$ cat config.mk
export PLATFORM = sky130hd
export DESIGN_NAME = irq_controller
export DESIGN_NICKNAME = d
export VERILOG_FILES = /design/src/rtl/irq_controller.sv
export SDC_FILE = /design/constraint.sdc
export NUM_CORES = 1
export LEC_CHECK = 0
export ABC_AREA = 1
export CAP_MARGIN = 5
export CORE_MARGIN = 5
export CORE_UTILIZATION = 38
export CTS_CLUSTER_SIZE = 40
export DETAILED_ROUTE_END_ITERATION = 16
export PLACE_DENSITY_LB_ADDON = 0.3
export REMOVE_ABC_BUFFERS = 1
export SLEW_MARGIN = 20
export SYNTH_ARGS = -nofsm -noshare
export SYNTH_HDL_FRONTEND = slang
export SYNTH_SLANG_ARGS = --single-unit
$ cat constraint.sdc
create_clock -name clk -period 3.2 [get_ports clk]
set_clock_uncertainty 0.05 [all_clocks]
set_input_delay 0.48 -clock clk [delete_from_list [all_inputs] [get_ports clk]]
set_output_delay 0.48 -clock clk [all_outputs]
set_load 0.03 [all_outputs]
$ cat src/rtl/irq_controller.sv
// irq_controller: memory-mapped priority interrupt controller with claim/EOI sequencing.
// Define IRQ_SYNC_EN to pass iSrc through a 2-flop synchronizer before edge detection.
module irq_controller #(
    parameter int          NUM_SRC   = 4,
    parameter logic [31:0] ADDR_BASE = 32'h4000_0040
) (
    input  logic               clk,
    input  logic               reset,
    input  logic [NUM_SRC-1:0] iSrc,
    input  logic [31:0]        iAddr,
    input  logic               iWrite,
    input  logic               iRead,
    input  logic [31:0]        iWriteData,
    output logic [31:0]        oReadData,
    output logic               oSel,
    output logic               oInterrupt
);

    localparam logic [1:0] ST_IDLE    = 2'd0;
    localparam logic [1:0] ST_PENDING = 2'd1;
    localparam logic [1:0] ST_SERVICE = 2'd2;

    localparam logic [2:0] OFF_PEND  = 3'd0;
    localparam logic [2:0] OFF_MASK  = 3'd1;
    localparam logic [2:0] OFF_ID    = 3'd2;
    localparam logic [2:0] OFF_CLAIM = 3'd3;
    localparam logic [2:0] OFF_EOI   = 3'd4;

    logic [NUM_SRC-1:0] src;
    logic [NUM_SRC-1:0] src_prev_q, src_prev_d;
    logic [NUM_SRC-1:0] pend_q, pend_d;
    logic [NUM_SRC-1:0] mask_q, mask_d;
    logic [NUM_SRC-1:0] rise;
    logic [NUM_SRC-1:0] clr;
    logic [NUM_SRC-1:0] pend_kept;
    logic [NUM_SRC-1:0] active;
    logic [1:0]         state_q, state_d;
    logic [4:0]         claimed_id_q, claimed_id_d;
    logic [4:0]         id;
    logic               id_valid;
    logic               claim_fire;
    logic [2:0]         off;
    logic               wr_en;
    logic               wr_pend;
    logic               wr_mask;
    logic               wr_claim;
    logic               wr_eoi;
    logic               unused_bits;

`ifdef IRQ_SYNC_EN
    logic [NUM_SRC-1:0] sync1_q, sync1_d;
    logic [NUM_SRC-1:0] sync2_q, sync2_d;

    always_comb begin
        sync1_d = iSrc;
        sync2_d = sync1_q;
    end

    always_ff @(posedge clk) begin
        if (!reset) begin
            sync1_q <= '0;
            sync2_q <= '0;
        end else begin
            sync1_q <= sync1_d;
            sync2_q <= sync2_d;
        end
    end

    assign src = sync2_q;
`else
    assign src = iSrc;
`endif

    assign off      = iAddr[4:2];
    assign oSel     = (iAddr[31:5] == ADDR_BASE[31:5]);
    assign wr_en    = oSel & iWrite;
    assign wr_pend  = wr_en & (off == OFF_PEND);
    assign wr_mask  = wr_en & (off == OFF_MASK);
    assign wr_claim = wr_en & (off == OFF_CLAIM);
    assign wr_eoi   = wr_en & (off == OFF_EOI);

    assign unused_bits = ^{iAddr[1:0], iWriteData};

    assign active   = pend_q & mask_q;
    assign id_valid = |active;

    // Downward scan so the lowest set index wins.
    always_comb begin
        id = '0;
        for (int i = NUM_SRC - 1; i >= 0; i--) begin
            if (active[i]) begin
                id = 5'(i);
            end
        end
    end

    always_comb begin
        src_prev_d   = src;
        rise         = src & ~src_prev_q;
        mask_d       = wr_mask ? iWriteData[NUM_SRC-1:0] : mask_q;
        claim_fire   = wr_claim & (state_q == ST_PENDING);
        clr          = wr_pend ? iWriteData[NUM_SRC-1:0] : '0;
        for (int i = 0; i < NUM_SRC; i++) begin
            if (claim_fire && (id == 5'(i))) begin
                clr[i] = 1'b1;
            end
        end
        pend_kept    = pend_q & ~clr;
        pend_d       = pend_kept | rise;
        claimed_id_d = claim_fire ? id : claimed_id_q;
    end

    // IDLE ignores this cycle's rise so a new edge costs one extra cycle.
    always_comb begin
        state_d = state_q;
        unique case (state_q)
            ST_IDLE: begin
                if (|(pend_kept & mask_d)) begin
                    state_d = ST_PENDING;
                end
            end
            ST_PENDING: begin
                if (claim_fire) begin
                    state_d = ST_SERVICE;
                end else if (~|(pend_d & mask_d)) begin
                    state_d = ST_IDLE;
                end
            end
            ST_SERVICE: begin
                if (wr_eoi) begin
                    state_d = ST_IDLE;
                end
            end
            default: state_d = ST_IDLE;
        endcase
    end

    always_ff @(posedge clk) begin
        if (!reset) begin
            src_prev_q   <= '0;
            pend_q       <= '0;
            mask_q       <= '0;
            state_q      <= ST_IDLE;
            claimed_id_q <= '0;
        end else begin
            src_prev_q   <= src_prev_d;
            pend_q       <= pend_d;
            mask_q       <= mask_d;
            state_q      <= state_d;
            claimed_id_q <= claimed_id_d;
        end
    end

    assign oInterrupt = (state_q == ST_PENDING);

    always_comb begin
        oReadData = '0;
        if (oSel && iRead) begin
            case (off)
                OFF_PEND:  oReadData = 32'(pend_q);
                OFF_MASK:  oReadData = 32'(mask_q);
                OFF_ID:    oReadData = {id_valid, 26'b0, id};
                OFF_CLAIM: oReadData = {(state_q == ST_SERVICE), 26'b0, claimed_id_q};
                default:   oReadData = '0;
            endcase
        end
    end

endmodule

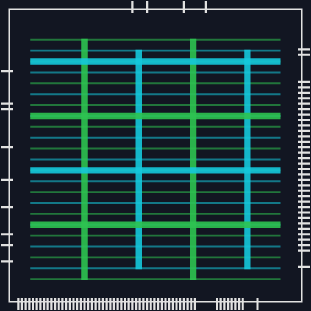
Fig. 1. Supply network (run 1).
Drawn at 4 px/um. Pins as bars on the die edge.
color	net
green	VSS
cyan	VDD
met1 rails	23
signal pins	106
Die Y-Extent: 72.7 um
die width: 72.7 um
Worst VDD drop: 0.251 mV

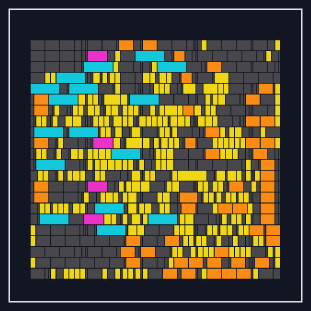
Fig. 2. Cell classes on the final placement (run 1).
Drawn at 4 px/um. Fill, decap, tap and diode cells in gray.
color	class	cells
magenta	clock drivers and dummy loads	4
cyan	flops	16
yellow	combinational and other logic	247
orange	other buffers and delay cells	51

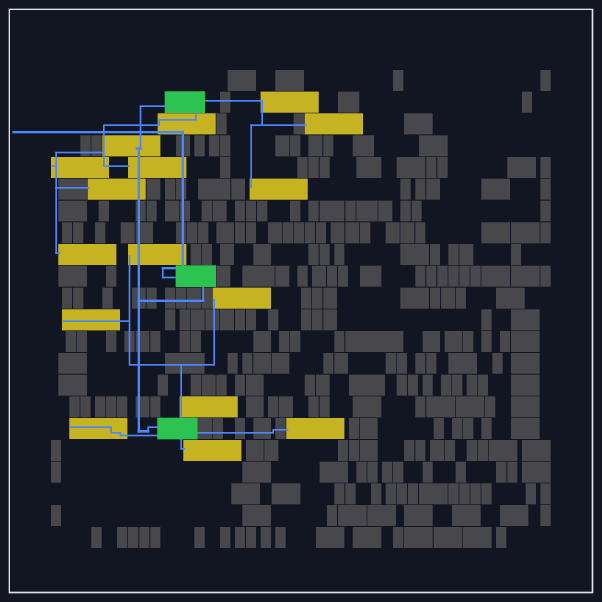
Fig. 3. Clock network drawn from the DEF (run 1).
Drawn at 8 px/um.
[yellow] flip-flops | count: 16
[green] clock drivers | count: 3
[blue] clock wires | length: 254 um
routed clock nets	4

==> impl_metrics.env, run 1 <==
# implementation run metrics
export IMPL_status="finished, final reports clean"
export IMPL_finalWorstSetupSlack_ns=0.190
export IMPL_htreeDepth=1
export IMPL_timing_rr_start="pend_q[3]"
export IMPL_lay_top_count="nand2_1"
export IMPL_period_used=0.941
export IMPL_crit_end="oReadData[31]"
export IMPL_io_pins=106
export IMPL_rsz0062_at_grt="no"
export IMPL_holdPathStages=2
export IMPL_cap_violations=0
export IMPL_route_detailed_wl_per_inst_um=10.3
export IMPL_hold_class="reg -> reg"
export IMPL_drtIter0Drc=52
export IMPL_async_flop_share=0
export IMPL_antenna_cells=0
export IMPL_dp_hpwl_mm=3.15
export IMPL_antenna_found_initial=0
export IMPL_aoi_share=0.0887
export IMPL_grt_total_usage=0.137
export IMPL_area_leaders="dfxtp_1, nand2_1, buf_4"
export IMPL_slew_viol_final=0
export IMPL_numCtsBuffers=3
export IMPL_hold_viol_final=0
export IMPL_highest_layer="met4"
export IMPL_met2_usage=0.223
export IMPL_synthFlopType="dfxtp_1"
export IMPL_layout_top_cells="nand2_1, clkdlybuf4s50_1, nor2_1, inv_1, conb_1"
export IMPL_worstPathArrival_ns=2.48
export IMPL_reg_top3="mask_q x4, pend_q x4, src_prev_q x4"
export IMPL_openroad_warnings=55
export IMPL_cts_setup_buffers=0
export IMPL_common_cells="nand2_1, inv_1, nor2_1"
export IMPL_syn_area_um2=1500
export IMPL_dpl_cell_count=362
export IMPL_cp_startpoint="iAddr[6]"
export IMPL_ff2ff_setup_slack_ns=1.44
export IMPL_yosys_area_share_simple=0.444
export IMPL_nets=391
export IMPL_top_logic_kind="simple AND/OR/NAND/NOR gates"
## run 1: critical path: stages
cell and delay, ns:
clkdlybuf4s50_1 0.50, inv_1 0.05, nor2_1 0.08, nand2_1 0.07
nor2_2 0.09, nand2_2 0.09, nor2_8 0.09, nand3_1 0.16
a21oi_1 0.18, clkdlybuf4s50_1 0.70
## run 1: final cells by class
type                    count  area, um^2
inverters                  44         165
multi-input cells         203         897
clock buffers               4        55.1
well taps                  48        60.1
fillers                   385        1740
flip-flops and latches     16         320
repair buffers             51         503
## run 1: repair_timing
item | CTS | global route
gates resized | 0 | 1
setup endpoints to repair | 0 | 1
hold buffers | 0 | 0
## run 1: where the power goes
part           total (mW)  switching [mW]  internal, mW
logic               0.145          0.0856        0.0591
registers           0.211         0.00480         0.206
clock network       0.181          0.0720         0.109
--- run 2 (diff from run 1) ---
--- a/config.mk
+++ b/config.mk
@@ -13,7 +13,8 @@
 export DETAILED_ROUTE_END_ITERATION = 16
 export PLACE_DENSITY_LB_ADDON = 0.3
 export REMOVE_ABC_BUFFERS = 1
-export SLEW_MARGIN = 20
+export SKIP_LAST_GASP = 1
+export SLEW_MARGIN = 0
 export SYNTH_ARGS = -nofsm -noshare
 export SYNTH_HDL_FRONTEND = slang
 export SYNTH_SLANG_ARGS = --single-unit
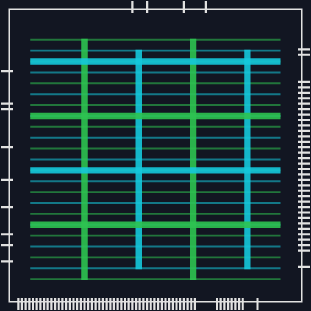
Fig. 4. Supply network (run 2).
Drawn at 4 px/um. Pins as bars on the die edge.
Core Box Area: 3740 um^2

==> run 2 against run 1 <==
Net effect:
- worst hold slack is the same
- routed wire length did not move
- utilization stayed put
- cell area is the same
- clock power is essentially flat
- final cell count is the same
- critical endpoint unchanged
- highest routed layer unchanged
==> impl_metrics.env, run 2 <==
# implementation run metrics
export IMPL_nonClkBufAreaFrac=0.251
export IMPL_p_clk_frac=0.338
export IMPL_logic_area_um2=897
export IMPL_finalWorstSetupSlack_ns=0.190
export IMPL_power_leader="registers"
export IMPL_comb_power_share=0.270
export IMPL_dpl_cell_count=362
export IMPL_worst_path_buf_inv=3
export IMPL_postCtsHoldBufs=0
export IMPL_p_seq_mw=0.211
export IMPL_route_detailed_wl_per_inst_um=10.3
export IMPL_crit_chain="clkdlybuf4s50_1 -> inv_1 -> nor2_1 -> nand2_1 -> nor2_2 -> nand2_2 -> nor2_8 -> nand3_1 -> a21oi_1 -> clkdlybuf4s50_1"
export IMPL_met2_usage=0.223
export IMPL_switching_share=0.303
export IMPL_p_clk_mw=0.181
export IMPL_sh_seq_area=0.160
export IMPL_status="finished, final reports clean"
export IMPL_pwr_share_seq=0.392
export IMPL_cp_common_cell="clkdlybuf4s50_1"
export IMPL_highest_layer="met4"
export IMPL_htreeDepth=1
export IMPL_grt_total_usage=0.137
export IMPL_vdd_drop_max_mv=0.251
export IMPL_synthFlopType="dfxtp_1"
export IMPL_n_all_buffers=51
export IMPL_largest_class="logic gates"
export IMPL_clockNetworkAreaShare=0.0275
export IMPL_flops=16
export IMPL_fillers=385
export IMPL_area_leaders="dfxtp_1, nand2_1, buf_4"
export IMPL_p_sw_mw=0.162
export IMPL_hold_class="reg -> reg"
export IMPL_n_clock_buffer=4
export IMPL_power_combinational_mw=0.145
export IMPL_die_x_um=72.7
export IMPL_period_used=0.941
export IMPL_cpPeakStageDelay_ns=0.70
export IMPL_antenna_found_initial=0
export IMPL_tap_cells=48
export IMPL_numCtsBuffers=3
export IMPL_comb_area_frac=0.448
export IMPL_io_pins=106
export IMPL_hold_viol_final=0
run 2: cell counts in the layout (fill, tap and decap cells not counted):
Identical to the previous run, type by type.
run 2: final timing paths:
kind / start / endpoint / cells past startpoint / slack [ns]
max: iAddr[6] / oReadData[31] / 10 / 0.19
min: claimed_id_q[0] / claimed_id_q[0] / 2 / 0.42
max reg2reg: pend_q[3] / state_q[0] / 14 / 1.44
min reg2reg: claimed_id_q[0] / claimed_id_q[0] / 2 / 0.42
run 2: kinds of logic (layout without fill, tap and decap cells):
group | Yosys count | in the layout | synth area share
AND/OR/NAND/NOR | 151 | 151 | 0.444
buffers and inverters | 73 | 99 | 0.251
AND-OR/OR-AND | 25 | 25 | 0.0887
flip-flops | 16 | 16 | 0.214
other | 1 | 27 | 0.00251
No activity file was given, so power comes from the tool's default toggle rates.
